### src/rtl/placar_pkg.sv
// ============================================================================
// Module  : placar_pkg
// Purpose : Widths, 7-segment digit patterns and the digit encoder shared
//           by the truco scoreboard datapath.
// Revision: 1.0 - initial release
// ============================================================================
`default_nettype none

package placar_pkg;

    localparam int PONTOS_W = 4;
    localparam int TENTOS_W = 2;

    // Patterns are stored active-low, bit order gfedcba
    localparam logic [6:0] SEG_0     = 7'b1000000;
    localparam logic [6:0] SEG_1     = 7'b1111001;
    localparam logic [6:0] SEG_2     = 7'b0100100;
    localparam logic [6:0] SEG_3     = 7'b0110000;
    localparam logic [6:0] SEG_4     = 7'b0011001;
    localparam logic [6:0] SEG_5     = 7'b0010010;
    localparam logic [6:0] SEG_6     = 7'b0000010;
    localparam logic [6:0] SEG_7     = 7'b1111000;
    localparam logic [6:0] SEG_8     = 7'b0000000;
    localparam logic [6:0] SEG_9     = 7'b0010000;
    localparam logic [6:0] SEG_BLANK = 7'b1111111;
    localparam logic [6:0] SEG_DASH  = 7'b0111111;

    function automatic logic [6:0] seg7_encode(input logic [3:0] value,
                                               input logic       active_low);
        logic [6:0] pat;
        case (value)
            4'd0:    pat = SEG_0;
            4'd1:    pat = SEG_1;
            4'd2:    pat = SEG_2;
            4'd3:    pat = SEG_3;
            4'd4:    pat = SEG_4;
            4'd5:    pat = SEG_5;
            4'd6:    pat = SEG_6;
            4'd7:    pat = SEG_7;
            4'd8:    pat = SEG_8;
            4'd9:    pat = SEG_9;
            default: pat = SEG_DASH;
        endcase
        return active_low ? pat : ~pat;
    endfunction

    function automatic logic [6:0] seg7_blank(input logic active_low);
        return active_low ? SEG_BLANK : ~SEG_BLANK;
    endfunction

endpackage

`default_nettype wire

### src/rtl/placar_datapath_if.sv
// ============================================================================
// Module  : placar_datapath_if
// Purpose : Strobes from the scoreboard controller and the register, flag
//           and display outputs returned by the datapath.
// Revision: 1.0 - initial release
// ============================================================================
`default_nettype none

interface placar_datapath_if;
    import placar_pkg::*;

    logic                load_pa, load_pb, clear_pa, clear_pb;
    logic                load_ta, load_tb, clear_ta, clear_tb;
    logic                a_igual12, b_igual12, ta_igual3, tb_igual3;
    logic [PONTOS_W-1:0] pa, pb;
    logic [TENTOS_W-1:0] ta, tb;
    logic [6:0]          hex_pa_d, hex_pa_u, hex_pb_d, hex_pb_u;
    logic [6:0]          hex_ta, hex_tb;

    modport master (
        output load_pa, load_pb, clear_pa, clear_pb,
        output load_ta, load_tb, clear_ta, clear_tb,
        input  a_igual12, b_igual12, ta_igual3, tb_igual3,
        input  pa, pb, ta, tb,
        input  hex_pa_d, hex_pa_u, hex_pb_d, hex_pb_u, hex_ta, hex_tb
    );

    modport slave (
        input  load_pa, load_pb, clear_pa, clear_pb,
        input  load_ta, load_tb, clear_ta, clear_tb,
        output a_igual12, b_igual12, ta_igual3, tb_igual3,
        output pa, pb, ta, tb,
        output hex_pa_d, hex_pa_u, hex_pb_d, hex_pb_u, hex_ta, hex_tb
    );

endinterface

`default_nettype wire

### src/rtl/contador_sat.sv
// ============================================================================
// Module  : contador_sat
// Purpose : Saturating up-counter with clear priority and an at-max flag.
// Revision: 1.0 - initial release
// ============================================================================
`default_nettype none

module contador_sat #(
    parameter int WIDTH = 4,
    parameter int MAX   = 12
) (
    input  wire logic             clk,
    input  wire logic             reset,
    input  wire logic             load,
    input  wire logic             clear,
    output logic      [WIDTH-1:0] q,
    output logic                  eq_max
);

    localparam logic [WIDTH-1:0] C_MAX = WIDTH'(MAX);

    logic [WIDTH-1:0] cnt_q, cnt_d;

    always_comb begin
        cnt_d = cnt_q;
        if (clear) begin
            cnt_d = '0;
        end else if (load && (cnt_q != C_MAX)) begin
            cnt_d = cnt_q + 1'b1;
        end
    end

    always_ff @(posedge clk or negedge reset) begin
        if (!reset) begin
            cnt_q <= '0;
        end else begin
            cnt_q <= cnt_d;
        end
    end

    assign q      = cnt_q;
    assign eq_max = (cnt_q == C_MAX);

endmodule

`default_nettype wire

### src/rtl/placar_datapath.sv
// ============================================================================
// Module  : placar_datapath
// Purpose : Four saturating game counters, their equality flags and six
//           registered 7-segment digits for the scoreboard display.
// Revision: 1.0 - initial release
// ============================================================================
`default_nettype none

module placar_datapath
    import placar_pkg::*;
#(
    parameter int PONTOS_MAX     = 12,
    parameter int TENTOS_MAX     = 3,
    parameter bit SEG_ACTIVE_LOW = 1'b1
) (
    input  wire logic          clk,
    input  wire logic          reset,
    placar_datapath_if.slave   bus
);

    localparam logic [6:0] C_SEG_ZERO  = seg7_encode(4'd0, SEG_ACTIVE_LOW);
    localparam logic [6:0] C_SEG_ONE   = seg7_encode(4'd1, SEG_ACTIVE_LOW);
    localparam logic [6:0] C_SEG_BLANK = seg7_blank(SEG_ACTIVE_LOW);

    contador_sat #(.WIDTH(PONTOS_W), .MAX(PONTOS_MAX)) u_pa (
        .clk(clk), .reset(reset), .load(bus.load_pa), .clear(bus.clear_pa),
        .q(bus.pa), .eq_max(bus.a_igual12));

    contador_sat #(.WIDTH(PONTOS_W), .MAX(PONTOS_MAX)) u_pb (
        .clk(clk), .reset(reset), .load(bus.load_pb), .clear(bus.clear_pb),
        .q(bus.pb), .eq_max(bus.b_igual12));

    contador_sat #(.WIDTH(TENTOS_W), .MAX(TENTOS_MAX)) u_ta (
        .clk(clk), .reset(reset), .load(bus.load_ta), .clear(bus.clear_ta),
        .q(bus.ta), .eq_max(bus.ta_igual3));

    contador_sat #(.WIDTH(TENTOS_W), .MAX(TENTOS_MAX)) u_tb (
        .clk(clk), .reset(reset), .load(bus.load_tb), .clear(bus.clear_tb),
        .q(bus.tb), .eq_max(bus.tb_igual3));

    logic [6:0] pa_tens_q, pa_tens_d, pa_units_q, pa_units_d;
    logic [6:0] pb_tens_q, pb_tens_d, pb_units_q, pb_units_d;
    logic [6:0] ta_seg_q, ta_seg_d, tb_seg_q, tb_seg_d;

    // Points never exceed 12, so a single subtraction gives value % 10
    always_comb begin
        pa_tens_d  = (bus.pa >= 4'd10) ? C_SEG_ONE : C_SEG_BLANK;
        pa_units_d = seg7_encode((bus.pa >= 4'd10) ? bus.pa - 4'd10 : bus.pa,
                                 SEG_ACTIVE_LOW);
        pb_tens_d  = (bus.pb >= 4'd10) ? C_SEG_ONE : C_SEG_BLANK;
        pb_units_d = seg7_encode((bus.pb >= 4'd10) ? bus.pb - 4'd10 : bus.pb,
                                 SEG_ACTIVE_LOW);
        ta_seg_d   = seg7_encode({2'b00, bus.ta}, SEG_ACTIVE_LOW);
        tb_seg_d   = seg7_encode({2'b00, bus.tb}, SEG_ACTIVE_LOW);
    end

    always_ff @(posedge clk or negedge reset) begin
        if (!reset) begin
            pa_tens_q  <= C_SEG_BLANK;
            pa_units_q <= C_SEG_ZERO;
            pb_tens_q  <= C_SEG_BLANK;
            pb_units_q <= C_SEG_ZERO;
            ta_seg_q   <= C_SEG_ZERO;
            tb_seg_q   <= C_SEG_ZERO;
        end else begin
            pa_tens_q  <= pa_tens_d;
            pa_units_q <= pa_units_d;
            pb_tens_q  <= pb_tens_d;
            pb_units_q <= pb_units_d;
            ta_seg_q   <= ta_seg_d;
            tb_seg_q   <= tb_seg_d;
        end
    end

    assign bus.hex_pa_d = pa_tens_q;
    assign bus.hex_pa_u = pa_units_q;
    assign bus.hex_pb_d = pb_tens_q;
    assign bus.hex_pb_u = pb_units_q;
    assign bus.hex_ta   = ta_seg_q;
    assign bus.hex_tb   = tb_seg_q;

endmodule

`default_nettype wire

### src/flat_wrapper.sv
// flat-port wrapper written by rule: the top's interface ports become plain ports
module placar_datapath_flat import placar_pkg::*;
#(
    parameter int PONTOS_MAX     = 12,
    parameter int TENTOS_MAX     = 3,
    parameter bit SEG_ACTIVE_LOW = 1'b1
)
  (clk, reset, bus_load_pa, bus_load_pb, bus_clear_pa, bus_clear_pb, bus_load_ta, bus_load_tb, bus_clear_ta, bus_clear_tb, bus_a_igual12, bus_b_igual12, bus_ta_igual3, bus_tb_igual3, bus_pa, bus_pb, bus_ta, bus_tb, bus_hex_pa_d, bus_hex_pa_u, bus_hex_pb_d, bus_hex_pb_u, bus_hex_ta, bus_hex_tb);
  placar_datapath_if bus_i ();
  input  wire logic clk;
  input  wire logic reset;
  input wire logic [$bits(bus_i.load_pa)-1:0] bus_load_pa;
  input wire logic [$bits(bus_i.load_pb)-1:0] bus_load_pb;
  input wire logic [$bits(bus_i.clear_pa)-1:0] bus_clear_pa;
  input wire logic [$bits(bus_i.clear_pb)-1:0] bus_clear_pb;
  input wire logic [$bits(bus_i.load_ta)-1:0] bus_load_ta;
  input wire logic [$bits(bus_i.load_tb)-1:0] bus_load_tb;
  input wire logic [$bits(bus_i.clear_ta)-1:0] bus_clear_ta;
  input wire logic [$bits(bus_i.clear_tb)-1:0] bus_clear_tb;
  output wire logic [$bits(bus_i.a_igual12)-1:0] bus_a_igual12;
  output wire logic [$bits(bus_i.b_igual12)-1:0] bus_b_igual12;
  output wire logic [$bits(bus_i.ta_igual3)-1:0] bus_ta_igual3;
  output wire logic [$bits(bus_i.tb_igual3)-1:0] bus_tb_igual3;
  output wire logic [$bits(bus_i.pa)-1:0] bus_pa;
  output wire logic [$bits(bus_i.pb)-1:0] bus_pb;
  output wire logic [$bits(bus_i.ta)-1:0] bus_ta;
  output wire logic [$bits(bus_i.tb)-1:0] bus_tb;
  output wire logic [$bits(bus_i.hex_pa_d)-1:0] bus_hex_pa_d;
  output wire logic [$bits(bus_i.hex_pa_u)-1:0] bus_hex_pa_u;
  output wire logic [$bits(bus_i.hex_pb_d)-1:0] bus_hex_pb_d;
  output wire logic [$bits(bus_i.hex_pb_u)-1:0] bus_hex_pb_u;
  output wire logic [$bits(bus_i.hex_ta)-1:0] bus_hex_ta;
  output wire logic [$bits(bus_i.hex_tb)-1:0] bus_hex_tb;
  assign bus_i.load_pa = bus_load_pa;
  assign bus_i.load_pb = bus_load_pb;
  assign bus_i.clear_pa = bus_clear_pa;
  assign bus_i.clear_pb = bus_clear_pb;
  assign bus_i.load_ta = bus_load_ta;
  assign bus_i.load_tb = bus_load_tb;
  assign bus_i.clear_ta = bus_clear_ta;
  assign bus_i.clear_tb = bus_clear_tb;
  assign bus_a_igual12 = bus_i.a_igual12;
  assign bus_b_igual12 = bus_i.b_igual12;
  assign bus_ta_igual3 = bus_i.ta_igual3;
  assign bus_tb_igual3 = bus_i.tb_igual3;
  assign bus_pa = bus_i.pa;
  assign bus_pb = bus_i.pb;
  assign bus_ta = bus_i.ta;
  assign bus_tb = bus_i.tb;
  assign bus_hex_pa_d = bus_i.hex_pa_d;
  assign bus_hex_pa_u = bus_i.hex_pa_u;
  assign bus_hex_pb_d = bus_i.hex_pb_d;
  assign bus_hex_pb_u = bus_i.hex_pb_u;
  assign bus_hex_ta = bus_i.hex_ta;
  assign bus_hex_tb = bus_i.hex_tb;
  placar_datapath #(.PONTOS_MAX(PONTOS_MAX), .TENTOS_MAX(TENTOS_MAX), .SEG_ACTIVE_LOW(SEG_ACTIVE_LOW)) u_core (.clk(clk), .reset(reset), .bus(bus_i));
endmodule
### config.mk
export PLATFORM = sky130hd
export DESIGN_NAME = placar_datapath_flat
export DESIGN_NICKNAME = d
export VERILOG_FILES = /design/src/rtl/placar_pkg.sv /design/src/rtl/placar_datapath_if.sv /design/src/rtl/contador_sat.sv /design/src/rtl/placar_datapath.sv /design/src/flat_wrapper.sv
export SDC_FILE = /design/constraint.sdc
export NUM_CORES = 1
export LEC_CHECK = 0
export CAP_MARGIN = 20
export CORE_ASPECT_RATIO = 0.9
export CORE_MARGIN = 2
export CORE_UTILIZATION = 42
export CTS_CLUSTER_DIAMETER = 50
export DETAILED_ROUTE_END_ITERATION = 8
export GPL_TIMING_DRIVEN = 0
export PLACE_DENSITY = 0.76
export SLEW_MARGIN = 25
export SYNTH_ARGS = -nofsm -noshare
export SYNTH_HDL_FRONTEND = slang
export SYNTH_SLANG_ARGS = --single-unit
### constraint.sdc
create_clock -name clk -period 1.8 [get_ports clk]
set_input_delay 0.27 -clock clk [delete_from_list [all_inputs] [get_ports clk]]
set_output_delay 0.27 -clock clk [all_outputs]
set_load 0.1 [all_outputs]
Run 1, met1 routing:
The bar under the picture is 20 um long.
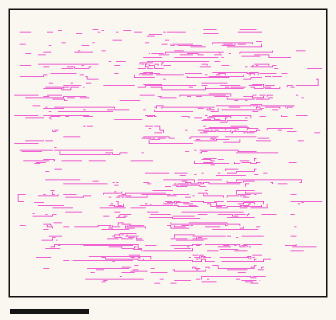
The longest straight run is 21.2 um. The layer holds 43% of the routed length. The wires run mostly horizontal.

Run 1, pin placement:
The bar under the picture is 20 um long. Pins as bars across the die edge, other pins in grey.
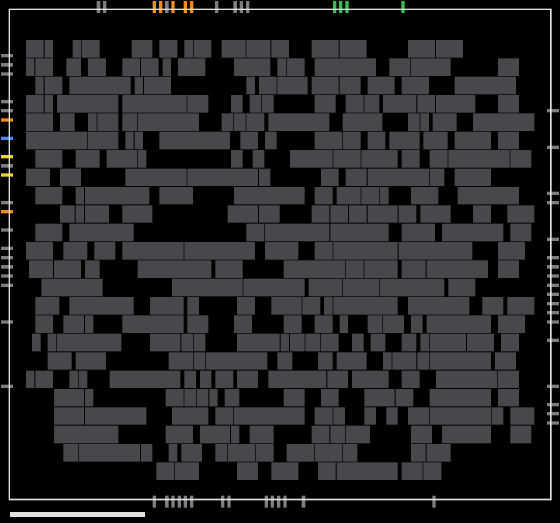
Green marks bus_pa, pins 4, direction output, edge top. Blue marks bus_tb_igual3, pins 1, direction output, edge left. Yellow marks bus_tb, pins 2, direction output, edge left. Orange marks bus_hex_tb, pins 7, direction output, edge 5 top, 2 left.
All pins by edge: 20 left, 18 right, 16 top, 14 bottom.
port buffer count: 55
width of the chip: 80.0 um
Die Height: 72.4 um

==> flow_metrics.rpt, run 1 <==
RUN METRICS
----------------------------------------------------
[Finish]
  Final instance count without filler cells ........................ 366
  Flop count ........................ 38
  # diodes ........................ 0
  Dominant logic cell types in the final layout ........................ sky130_fd_sc_hd__buf_4 (37), sky130_fd_sc_hd__clkdlybuf4s15_2 (23), sky130_fd_sc_hd__dfrtp_1 (20), sky130_fd_sc_hd__dlygate4sd2_1 (18), sky130_fd_sc_hd__ha_1 (14)
  Total number of nets in the final design ........................ 334
  Sequential fraction of total cell area ........................ 28.4%
  Most numerous logic cell after layout ........................ sky130_fd_sc_hd__buf_4
  Fraction of layout cells with a size suffix above 1 ........................ 48.8%
  Mi-comb count ........................ 141
  Signal buf overhead ........................ 25.8%

[STA]
  Upper clock frequency limit ........................ 559 MHz
  Transition time at the pin with the least slew margin ........................ 0.964 ns
  Worst hold slack ........................ 0.406 ns
  RSZ-0062 raised after global routing ........................ true
  Final worst slack ........................ 0.0116 ns
  Post-route setup TNS ........................ 0 ns
  Number of hold violations in the final report ........................ 0

[Clock network]
  CTS Root Buffer Type ........................ sky130_fd_sc_hd__clkbuf_8
  Post_cts resized ........................ 108
  TritonCTS sink count ........................ 38
  TritonCTS clock tree ........................ built
  Post-CTS Setup Repair Bufs ........................ 9
  Clock buffer depth ........................ 2
  Number of H-tree branching levels ........................ 2
  Clock Pin Slew Worst Setup and Hold Paths ........................ 0.08 ns

[Logic synthesis]
  Syn avg cell area ........................ 10.5 um2
  Area share of the leading cell type in the synthesized netlist ........................ 36.7%
  Simple-gate portion of the synthesized area ........................ 15.9%
  Cell with the most instances after synthesis ........................ sky130_fd_sc_hd__dfrtp_1
  Yosys cell count ........................ 207
  Number of flops mapped to enable cells by yosys ........................ 0
  Sequential cell area fraction in the yosys report ........................ 43.9%
  Count of unique library cells instantiated by Yosys ........................ 45
  Number of standard cells after synthesis ........................ 207
  Flops & latches, synth ........................ 38
  Area leader, netlist ........................ sky130_fd_sc_hd__dfrtp_1
  Proportion of synthesized area in mux cells ........................ 2.81%

[Route]
  Detailed-router iteration count before antenna repair ........................ 4
  Highest metal used ........................ met4
  DRC violation count after routing ........................ 0
  Remaining number of nets flagged by the antenna check after routing ........................ 0

[Global routing]
  GR peak layer ........................ met2
  Overall overflow remaining after global route ........................ 0
  Met3 track utilization from global routing ........................ 4.60%
  Largest net degree at the start of global routing ........................ 28

[Floorplanning]
  Io pins ........................ 68
  Num rows ........................ 24
  Total die size ........................ 5790 um2

[Setup path]
  Data arrival time at the worst-slack endpoint ........................ 1.93 ns
  Cell class contributing the biggest share of worst-path delay ........................ flip-flops
  Cell chain of the critical path ........................ buf_4 -> buf_4 -> nor2b_4 -> nand2_4 -> o21ai_2 -> ha_2 -> nor3_2 -> o221ai_1
  Startpoint of the most critical register-to-register path ........................ u_core.u_pb.q[1]$_DFFE_PN0P_
  Critical-path maximum fanout ........................ 5
  Capture point of the critical path ........................ u_core.bus.hex_pb_u[3]$_DFF_PN0_
  Type of the setup path with the least slack ........................ flip-flop to flip-flop
  Worst reg-to-reg setup slack ........................ 0.01 ns
  Kind of launch point of the worst setup path ........................ flip-flop
  Crit Reg-Reg Endpoint ........................ u_core.bus.hex_pb_u[3]$_DFF_PN0_
  Worst path most repeated cell ........................ sky130_fd_sc_hd__buf_4
  Count of cell instances traversed by the critical path ........................ 8
  Slowest stage cell, crit path ........................ sky130_fd_sc_hd__dfrtp_4

[Placement]
  HPWL after detailed placement ........................ 3380 um
  Worst setup timing slack at the placement stage ........................ -0.594 ns
  Number of placed instances, taps included ........................ 338
  Final weighted congestion in routability-driven placement ........................ 0.832

[Outcome]
  Status ........................ completed

[Flow run]
  Maxcap violations ........................ 0

[Power]
  Total power per unit cell area ........................ 860 nW/um2
  Power, Total ........................ 3000 uW

----------------------------------------------------
Run 1, signal metal coverage by tile:
The bar under the picture is 20 um long. 16 x 14 tiles, from dark blue (low) to red (high), scaled to the fullest tile. Values are wire area over tile area, all layers added.
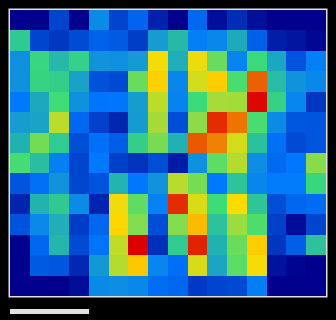
The fullest tile reaches 0.39. The emptiest ninth of the die: lower left. The densest ninth of the die: bottom centre. 8.0% of the tiles are nearly empty. The mean over all tiles is 0.13.
Wirelength per Cell: 13.2 um
routed vias: 1776
drt total wl: 4850 um

Run 1, clock routing:
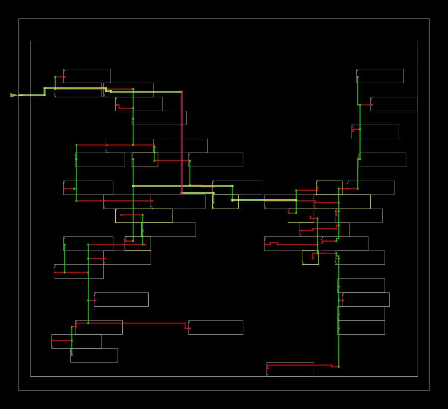
Clock Skew: 0.00477 ns
number of buffers created by CTS: 5

run 1: state kept, by name, summed over array words and instances (netlist names):
| signal | cells |
|---|---|
| u_core.bus.hex_tb | 5 |
| u_core.bus.hex_pb_u | 7 |
| u_core.u_pa.q | 4 |
| u_core.bus.hex_ta | 5 |
| u_core.u_pb.q | 4 |
| u_core.bus.hex_pa_d | 1 |
| u_core.u_ta.q | 2 |
| u_core.bus.hex_pb_d | 1 |
| u_core.bus.hex_pa_u | 7 |
| u_core.u_tb.q | 2 |
run 1: power breakdown:
| part | internal (uW) | switching (uW) |
|---|---|---|
| logic | 272 | 894 |
| registers | 937 | 48.9 |
| clock network | 555 | 298 |
| total | 1760 | 1240 |
==> inputs of run 2 (changes only) <==
--- a/config.mk
+++ b/config.mk
@@ -6,13 +6,15 @@
 export NUM_CORES = 1
 export LEC_CHECK = 0
 export CAP_MARGIN = 20
+export CELL_PAD_IN_SITES_DETAIL_PLACEMENT = 2
+export CELL_PAD_IN_SITES_GLOBAL_PLACEMENT = 2
 export CORE_ASPECT_RATIO = 0.9
 export CORE_MARGIN = 2
-export CORE_UTILIZATION = 42
+export CORE_UTILIZATION = 28
 export CTS_CLUSTER_DIAMETER = 50
 export DETAILED_ROUTE_END_ITERATION = 8
 export GPL_TIMING_DRIVEN = 0
-export PLACE_DENSITY = 0.76
+export PLACE_DENSITY_LB_ADDON = 0.1
 export SLEW_MARGIN = 25
 export SYNTH_ARGS = -nofsm -noshare
 export SYNTH_HDL_FRONTEND = slang
==> constraint.sdc (replaced) <==
create_clock -name clk -period 2 [get_ports clk]
set_input_delay 0.3 -clock clk [delete_from_list [all_inputs] [get_ports clk]]
set_output_delay 0.3 -clock clk [all_outputs]
set_load 0.1 [all_outputs]
==> flow_metrics.rpt, run 2 <==
RUN METRICS
----------------------------------------------------
[STA]
  Upper clock frequency limit ........................ 510 MHz
  Clock Skew ........................ 0.0111 ns (+0.00629 ns)
  RSZ-0062 raised after global routing ........................ true
  Worst hold slack ........................ 0.422 ns (+0.0158 ns)
  Relative slew margins ........................ 34.7%
  Final worst slack ........................ 0.0379 ns (+0.0264 ns)
  Number of hold violations in the final report ........................ 0 (unchanged)
  Post-route setup TNS ........................ 0 ns (unchanged)
  Transition time at the pin with the least slew margin ........................ 0.983 ns (+0.0191 ns)
  Final min period ........................ 1.96 ns

[Route]
  Routed vias/inst ........................ 4.57
  Met2 wire length ........................ 2770 um
  Highest metal used ........................ met4
  Amount of wire on met3 after detailed routing ........................ 330 um
  Detailed-router iteration count before antenna repair ........................ 2 (-2)
  Drt total wl ........................ 5610 um (+16%)
  DRC violation count after routing ........................ 0 (unchanged)
  Routed vias ........................ 1776 (unchanged)
  Wirelength per Cell ........................ 14.4 um (+8.9%)
  Remaining number of nets flagged by the antenna check after routing ........................ 0 (unchanged)

[Finish]
  Area occupied by multi-input gates ........................ 1140 um2
  Final instance count without filler cells ........................ 389 (+6.3%)
  # diodes ........................ 0 (unchanged)
  Sequential fraction of total cell area ........................ 30.8% (+2.5 points)
  Mi-comb count ........................ 141 (unchanged)
  Signal buf overhead ........................ 23.9% (-1.9 points)
  Area added between synthesis and finish ........................ 47.0%
  Total number of nets in the final design ........................ 326 (-2.4%)
  Dominant logic cell types in the final layout ........................ sky130_fd_sc_hd__dlygate4sd2_1 (35), sky130_fd_sc_hd__buf_4 (30), sky130_fd_sc_hd__dfrtp_1 (20), sky130_fd_sc_hd__ha_1 (18), sky130_fd_sc_hd__conb_1 (12)
  Share of final layout cell area taken by clock buffers and inverters ........................ 3.43%
  Flop count ........................ 38 (unchanged)
  Most numerous logic cell after layout ........................ sky130_fd_sc_hd__dlygate4sd2_1
  Fraction of layout cells with a size suffix above 1 ........................ 35.2% (-14 points)

[Setup path]
  Slowest stage cell, crit path ........................ sky130_fd_sc_hd__dlygate4sd2_1
  Kind of launch point of the worst setup path ........................ flip-flop
  Critical-path maximum fanout ........................ 2 (-3)
  Cell chain of the critical path ........................ dlygate4sd2_1
  Data arrival time at the worst-slack endpoint ........................ 1.66 ns (-0.27 ns)
  Logic depth of the worst register-to-register path ........................ 7
  Worst reg-to-reg setup slack ........................ 0.08 ns (+0.07 ns)
  Delay of the slowest critical-path stage ........................ 0.84 ns
  Type of the setup path with the least slack ........................ flip-flop to output port
  Cell class contributing the biggest share of worst-path delay ........................ buffers and inverters
  Count of cell instances traversed by the critical path ........................ 1 (-7)
  Type of element capturing the critical path ........................ output port

[Power]
  Clk pwr ........................ 616 uW (-28%)
  Power, Total ........................ 2510 uW (-16%)
  Power attributed to sequential cells ........................ 886 uW (-10%)
  Design internal power ........................ 1410 uW (-20%)
  Sequential power share ........................ 35.2% (+2.4 points)
  Group with the largest share of power ........................ combinational cells
  Total combinational power ........................ 1010 uW (-10%)
  Total power per unit cell area ........................ 784 nW/um2 (-8.8%)
  Relative contribution of the clock network to total power ........................ 24.5% (-3.9 points)
  Reported leakage power ........................ 0.00152 uW
  Switching Fraction ........................ 44.1% (+2.8 points)
  NetSw ........................ 1110 uW (-11%)
  Gate power share ........................ 40.3% (+1.5 points)

[Floorplanning]
  Number of well taps ........................ 96
  Core region area ........................ 7540 um2
  Io pins ........................ 68 (unchanged)
  Width of the chip ........................ 97.1 um (+21%)
  Num rows ........................ 30 (+25%)
  Total die size ........................ 8520 um2 (+47%)
  Die Height ........................ 87.8 um (+21%)
  Effective utilization at floorplan ........................ 28.9%

[Logic synthesis]
  Number of flops mapped to enable cells by yosys ........................ 0 (unchanged)
  Yosys-reported design area after synthesis ........................ 2180 um2
  Proportion of synthesized area in mux cells ........................ 2.81% (unchanged)
  Number of standard cells after synthesis ........................ 207 (unchanged)
  Syn avg cell area ........................ 10.5 um2 (unchanged)
  Cell with the most instances after synthesis ........................ sky130_fd_sc_hd__dfrtp_1
  Yosys cell count ........................ 207 (unchanged)
  Area share of the leading cell type in the synthesized netlist ........................ 36.7% (unchanged)
  Sequential cell area fraction in the yosys report ........................ 43.9% (unchanged)
  Flops & latches, synth ........................ 38 (unchanged)
  Top flip-flop cell by instance count after synthesis ........................ sky130_fd_sc_hd__dfrtp_1
  Area leader, netlist ........................ sky130_fd_sc_hd__dfrtp_1
  Count of unique library cells instantiated by Yosys ........................ 45 (unchanged)
  Share of synthesized registers carrying an async set or reset ........................ 100%
  Synthesis warning total ........................ 0
  Simple-gate portion of the synthesized area ........................ 15.9% (unchanged)

[Global routing]
  Number of global-route vias before repair ........................ 1864
  Largest net degree at the start of global routing ........................ 29 (+3.6%)
  Overall overflow remaining after global route ........................ 0 (unchanged)
  Total Routing Usage GR ........................ 13.8%

[Clock network]
  Post-CTS Setup Repair Bufs ........................ 4 (-5)
  Number of buffers created by CTS ........................ 5 (unchanged)
  TritonCTS sink count ........................ 38 (unchanged)
  Clock Pin Slew Worst Setup and Hold Paths ........................ 0.08 ns (about the same)
  Number of H-tree branching levels ........................ 2 (unchanged)
  Hold Buf Count CTS ........................ 1
  Post_cts resized ........................ 70 (-35%)
  CTS Root Buffer Type ........................ sky130_fd_sc_hd__clkbuf_8
  Clock buffer depth ........................ 2 (unchanged)
  TritonCTS clock tree ........................ built

[Placement]
  Worst setup timing slack at the placement stage ........................ -0.461 ns (+0.133 ns)
  Final weighted congestion in routability-driven placement ........................ 0.754 (-9.4%)
  Port buffer count ........................ 55 (unchanged)
  HPWL after detailed placement ........................ 4300 um (+27%)
  Number of placed instances, taps included ........................ 369 (+9.2%)
  Area after detailed placement ........................ 3040 um2

[Flow run]
  Maxcap violations ........................ 0 (unchanged)

[Outcome]
  Status ........................ completed

[Worst hold path]
  Worst hold path class ........................ input pin to asynchronous set/reset pin

----------------------------------------------------
[run 2: path summary, 6_finish.rpt]
kind	from	to
setup / recovery	u_core.bus.hex_pa_d[1]$_DFF_PN1_	bus_hex_pa_d[1]
hold / removal	reset	u_core.u_pb.q[3]$_DFFE_PN0P_
setup reg to reg	u_core.u_pb.q[1]$_DFFE_PN0P_	u_core.bus.hex_pb_u[3]$_DFF_PN0_
hold reg to reg	u_core.u_tb.q[1]$_DFFE_PN0P_	u_core.bus.hex_tb[2]$_DFF_PN0_
max in group asynchronous	reset	u_core.bus.hex_pb_d[1]$_DFF_PN1_
min in group clk	bus_clear_ta	u_core.u_ta.q[0]$_DFFE_PN0P_
[run 2: routing by layer]
metal	vias to the layer above	track usage, %
met3	5	3.99
met4	0	3.84
li1	860	-
met2	50	23.7
met5	-	0
met1	861	17.2
Run 2, pin placement:
The bar under the picture is 20 um long. Pins as bars across the die edge, other pins in grey.
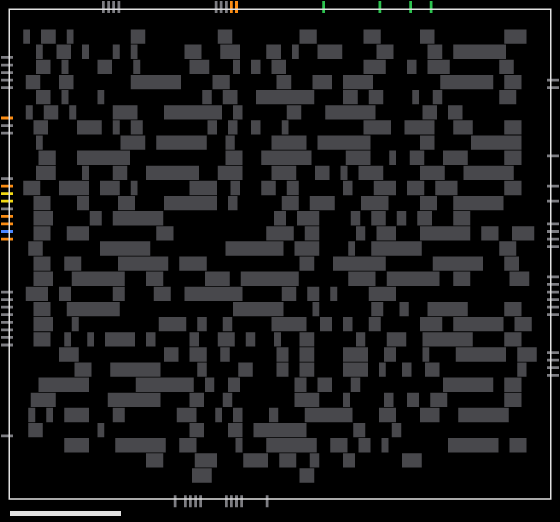
Orange marks bus_hex_tb, pins 7, direction output, edge 5 left, 2 top. Blue marks bus_tb_igual3, pins 1, direction output, edge left. Yellow marks bus_tb, pins 2, direction output, edge left. Green marks bus_pa, pins 4, direction output, edge top.
All pins by edge: 26 left, 19 right, 13 top, 10 bottom.

==> inputs of run 3 (changes only) <==
--- a/config.mk
+++ b/config.mk
@@ -15,7 +15,7 @@
 export DETAILED_ROUTE_END_ITERATION = 8
 export GPL_TIMING_DRIVEN = 0
 export PLACE_DENSITY_LB_ADDON = 0.1
-export SLEW_MARGIN = 25
+export SLEW_MARGIN = 20
 export SYNTH_ARGS = -nofsm -noshare
 export SYNTH_HDL_FRONTEND = slang
 export SYNTH_SLANG_ARGS = --single-unit
==> flow_metrics.rpt, run 3 <==
RUN METRICS
----------------------------------------------------
[STA]
  Upper clock frequency limit ........................ 510 MHz (about the same)
  Relative slew margins ........................ 34.0% (-0.76 points)
  Number of hold violations in the final report ........................ 0 (unchanged)
  Clock Skew ........................ 0.0137 ns (+0.00265 ns)
  Worst hold slack ........................ 0.404 ns (-0.0181 ns)
  Post-route setup TNS ........................ 0 ns (unchanged)
  Final min period ........................ 1.96 ns (-0.000631 ns)
  Transition time at the pin with the least slew margin ........................ 0.994 ns (+0.0114 ns)
  Final worst slack ........................ 0.0385 ns (+0.000631 ns)

[Logic synthesis]
  Sequential cell area fraction in the yosys report ........................ 43.9% (unchanged)
  Cell with the most instances after synthesis ........................ sky130_fd_sc_hd__dfrtp_1
  Top flip-flop cell by instance count after synthesis ........................ sky130_fd_sc_hd__dfrtp_1
  Area leader, netlist ........................ sky130_fd_sc_hd__dfrtp_1
  Proportion of synthesized area in mux cells ........................ 2.81% (unchanged)
  Number of flops mapped to enable cells by yosys ........................ 0 (unchanged)
  Yosys cell count ........................ 207 (unchanged)
  Area share of the leading cell type in the synthesized netlist ........................ 36.7% (unchanged)
  Yosys-reported design area after synthesis ........................ 2180 um2 (unchanged)
  Syn avg cell area ........................ 10.5 um2 (unchanged)
  Flops & latches, synth ........................ 38 (unchanged)
  Simple-gate portion of the synthesized area ........................ 15.9% (unchanged)
  Synthesis warning total ........................ 0 (unchanged)
  Number of standard cells after synthesis ........................ 207 (unchanged)
  Count of unique library cells instantiated by Yosys ........................ 45 (unchanged)
  Fa+ha+maj area frac ........................ 13.8%

[Finish]
  Total number of nets in the final design ........................ 330 (+1.2%)
  # diodes ........................ 0 (unchanged)
  Most numerous logic cell after layout ........................ sky130_fd_sc_hd__dlygate4sd2_1
  Fraction of layout cells with a size suffix above 1 ........................ 35.0% (-0.14 points)
  Final instance count without filler cells ........................ 393 (+1.0%)
  Dominant logic cell types in the final layout ........................ sky130_fd_sc_hd__dlygate4sd2_1 (36), sky130_fd_sc_hd__buf_4 (31), sky130_fd_sc_hd__dfrtp_1 (20), sky130_fd_sc_hd__ha_1 (18), sky130_fd_sc_hd__conb_1 (12)

[Placement]
  Port buffer count ........................ 55 (unchanged)
  Area after detailed placement ........................ 3040 um2 (unchanged)
  HPWL after detailed placement ........................ 4290 um (-0.39%)
  Worst setup timing slack at the placement stage ........................ -0.463 ns (-0.00215 ns)
  Final weighted congestion in routability-driven placement ........................ 0.754 (unchanged)
  Number of placed instances, taps included ........................ 369 (unchanged)

[Global routing]
  Initial antenna violation count ........................ 0
  Total Routing Usage GR ........................ 13.3% (-0.48 points)
  Overall overflow remaining after global route ........................ 0 (unchanged)
  GR peak layer ........................ met2
  Largest net degree at the start of global routing ........................ 32 (+10%)
  Met2 demand-to-capacity share in global routing ........................ 22.5% (-1.2 points)
  Number of global-route vias before repair ........................ 1807 (-3.1%)
  Met3 track utilization from global routing ........................ 3.59% (-0.40 points)
  Met1 layer usage reported by global route ........................ 17.3% (+0.099 points)

[Clock network]
  TritonCTS sink count ........................ 38 (unchanged)
  Number of H-tree branching levels ........................ 2 (unchanged)
  Hold Buf Count CTS ........................ 1 (unchanged)
  Number of buffers created by CTS ........................ 5 (unchanged)
  Clock Pin Slew Worst Setup and Hold Paths ........................ 0.08 ns (about the same)
  TritonCTS clock tree ........................ built
  Clock buffer depth ........................ 2 (unchanged)
  Post_cts resized ........................ 67 (-4.3%)
  CTS Root Buffer Type ........................ sky130_fd_sc_hd__clkbuf_8
  Post-CTS Setup Repair Bufs ........................ 0 (-4)

[Floorplanning]
  Width of the chip ........................ 97.1 um (unchanged)
  Die Height ........................ 87.8 um (unchanged)
  Total die size ........................ 8520 um2 (unchanged)
  Effective utilization at floorplan ........................ 28.9% (unchanged)
  Io pins ........................ 68 (unchanged)
  Core region area ........................ 7540 um2 (unchanged)

[Outcome]
  Status ........................ completed

[Setup path]
  Slowest stage cell, crit path ........................ sky130_fd_sc_hd__dlygate4sd2_1
  Type of element capturing the critical path ........................ output port
  Cell class contributing the biggest share of worst-path delay ........................ buffers and inverters
  Worst reg-to-reg setup slack ........................ 0.10 ns (+0.02 ns)
  Critical-path maximum fanout ........................ 2 (unchanged)
  Kind of launch point of the worst setup path ........................ flip-flop
  Startpoint of the most critical register-to-register path ........................ u_core.u_pb.q[1]$_DFFE_PN0P_
  Cell chain of the critical path ........................ dlygate4sd2_1
  Crit Reg-Reg Endpoint ........................ u_core.bus.hex_pb_u[2]$_DFF_PN0_
  Data arrival time at the worst-slack endpoint ........................ 1.66 ns (about the same)
  Critical path launch point ........................ u_core.bus.hex_pb_d[1]$_DFF_PN1_
  Type of the setup path with the least slack ........................ flip-flop to output port
  Logic depth of the worst register-to-register path ........................ 8 (+1)
  Delay of the slowest critical-path stage ........................ 0.85 ns (about the same)
  Count of cell instances traversed by the critical path ........................ 1 (unchanged)
  Capture point of the critical path ........................ bus_hex_pb_d[1]

[Power]
  Design internal power ........................ 1320 uW (-6.2%)
  Relative contribution of the clock network to total power ........................ 21.1% (-3.4 points)
  Clk pwr ........................ 514 uW (-17%)
  Group with the largest share of power ........................ combinational cells
  Switching Fraction ........................ 45.8% (+1.7 points)
  Power, Total ........................ 2430 uW (-3.2%)
  Total power per unit cell area ........................ 751 nW/um2 (-4.2%)
  Sequential power share ........................ 36.4% (+1.2 points)
  Power attributed to sequential cells ........................ 887 uW (about the same)
  Gate power share ........................ 42.5% (+2.2 points)
  Total combinational power ........................ 1030 uW (about the same)
  Reported leakage power ........................ 0.00154 uW (+1.1%)

[Route]
  Amount of wire on met3 after detailed routing ........................ 313 um (-5.2%)
  Routed vias/inst ........................ 4.59 (+0.54%)
  Met2 wire length ........................ 2920 um (+5.3%)
  Wirelength per Cell ........................ 15.1 um (+4.8%)
  Highest metal used ........................ met4
  Routed vias ........................ 1804 (+1.6%)
  Remaining number of nets flagged by the antenna check after routing ........................ 0 (unchanged)
  Drt total wl ........................ 5950 um (+5.9%)
  DRC violation count after routing ........................ 0 (unchanged)
  Detailed-router iteration count before antenna repair ........................ 4 (+2)

[Worst hold path]
  Worst hold path class ........................ input pin to asynchronous set/reset pin

[Flow run]
  Maxcap violations ........................ 0 (unchanged)

----------------------------------------------------
-- run 3: worst reg2reg max path, stage by stage, from the launching register on --
cell and delay, ns:
sky130_fd_sc_hd__dfrtp_4 0.54, sky130_fd_sc_hd__ha_4 0.20, sky130_fd_sc_hd__or2_4 0.24, sky130_fd_sc_hd__nand2_2 0.08, sky130_fd_sc_hd__o21ai_2 0.07, sky130_fd_sc_hd__ha_1 0.19
sky130_fd_sc_hd__inv_1 0.09, sky130_fd_sc_hd__a31oi_1 0.06, sky130_fd_sc_hd__mux2_1 0.30
-- run 3: area by class of cell --
type	count	area [um2]	share of cell area [%]
Clock buffer	8	80.1	2.47
Tap cell	96	120	3.71
Multi-Input combinational cell	141	1150	35.5
Buffer	19	148	4.56
Timing Repair Buffer	74	673	20.8
Sequential cell	38	988	30.5
Inverter	17	81.3	2.51
Run 3, a small window of the routed layout:
The bar under the picture is 20 um long. Window x 24 to 74, y 36 to 86 um. Cells in grey, sequential cells in the stronger grey; small squares are vias.
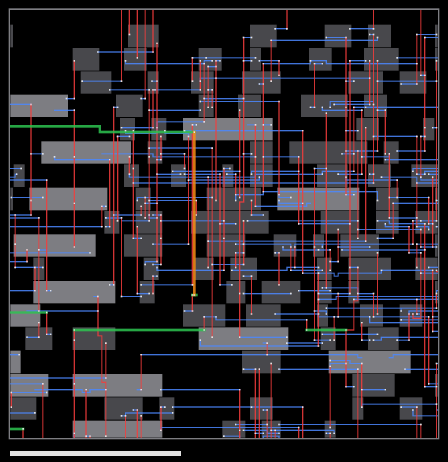
Green marks M3. Blue marks M1. Orange marks M4. Red marks M2.
94 logic cells have their middle in the window. Sequential cells in the window: 11. Most frequent: buf_4 (11), ha_1 (8), dlygate4sd2_1 (7). Netlist names of flops here include u_core.u_pa.q (4), u_core.bus.hex_tb (3), u_core.u_pb.q (2).

No activity file was given, so power comes from the tool's default toggle rates.
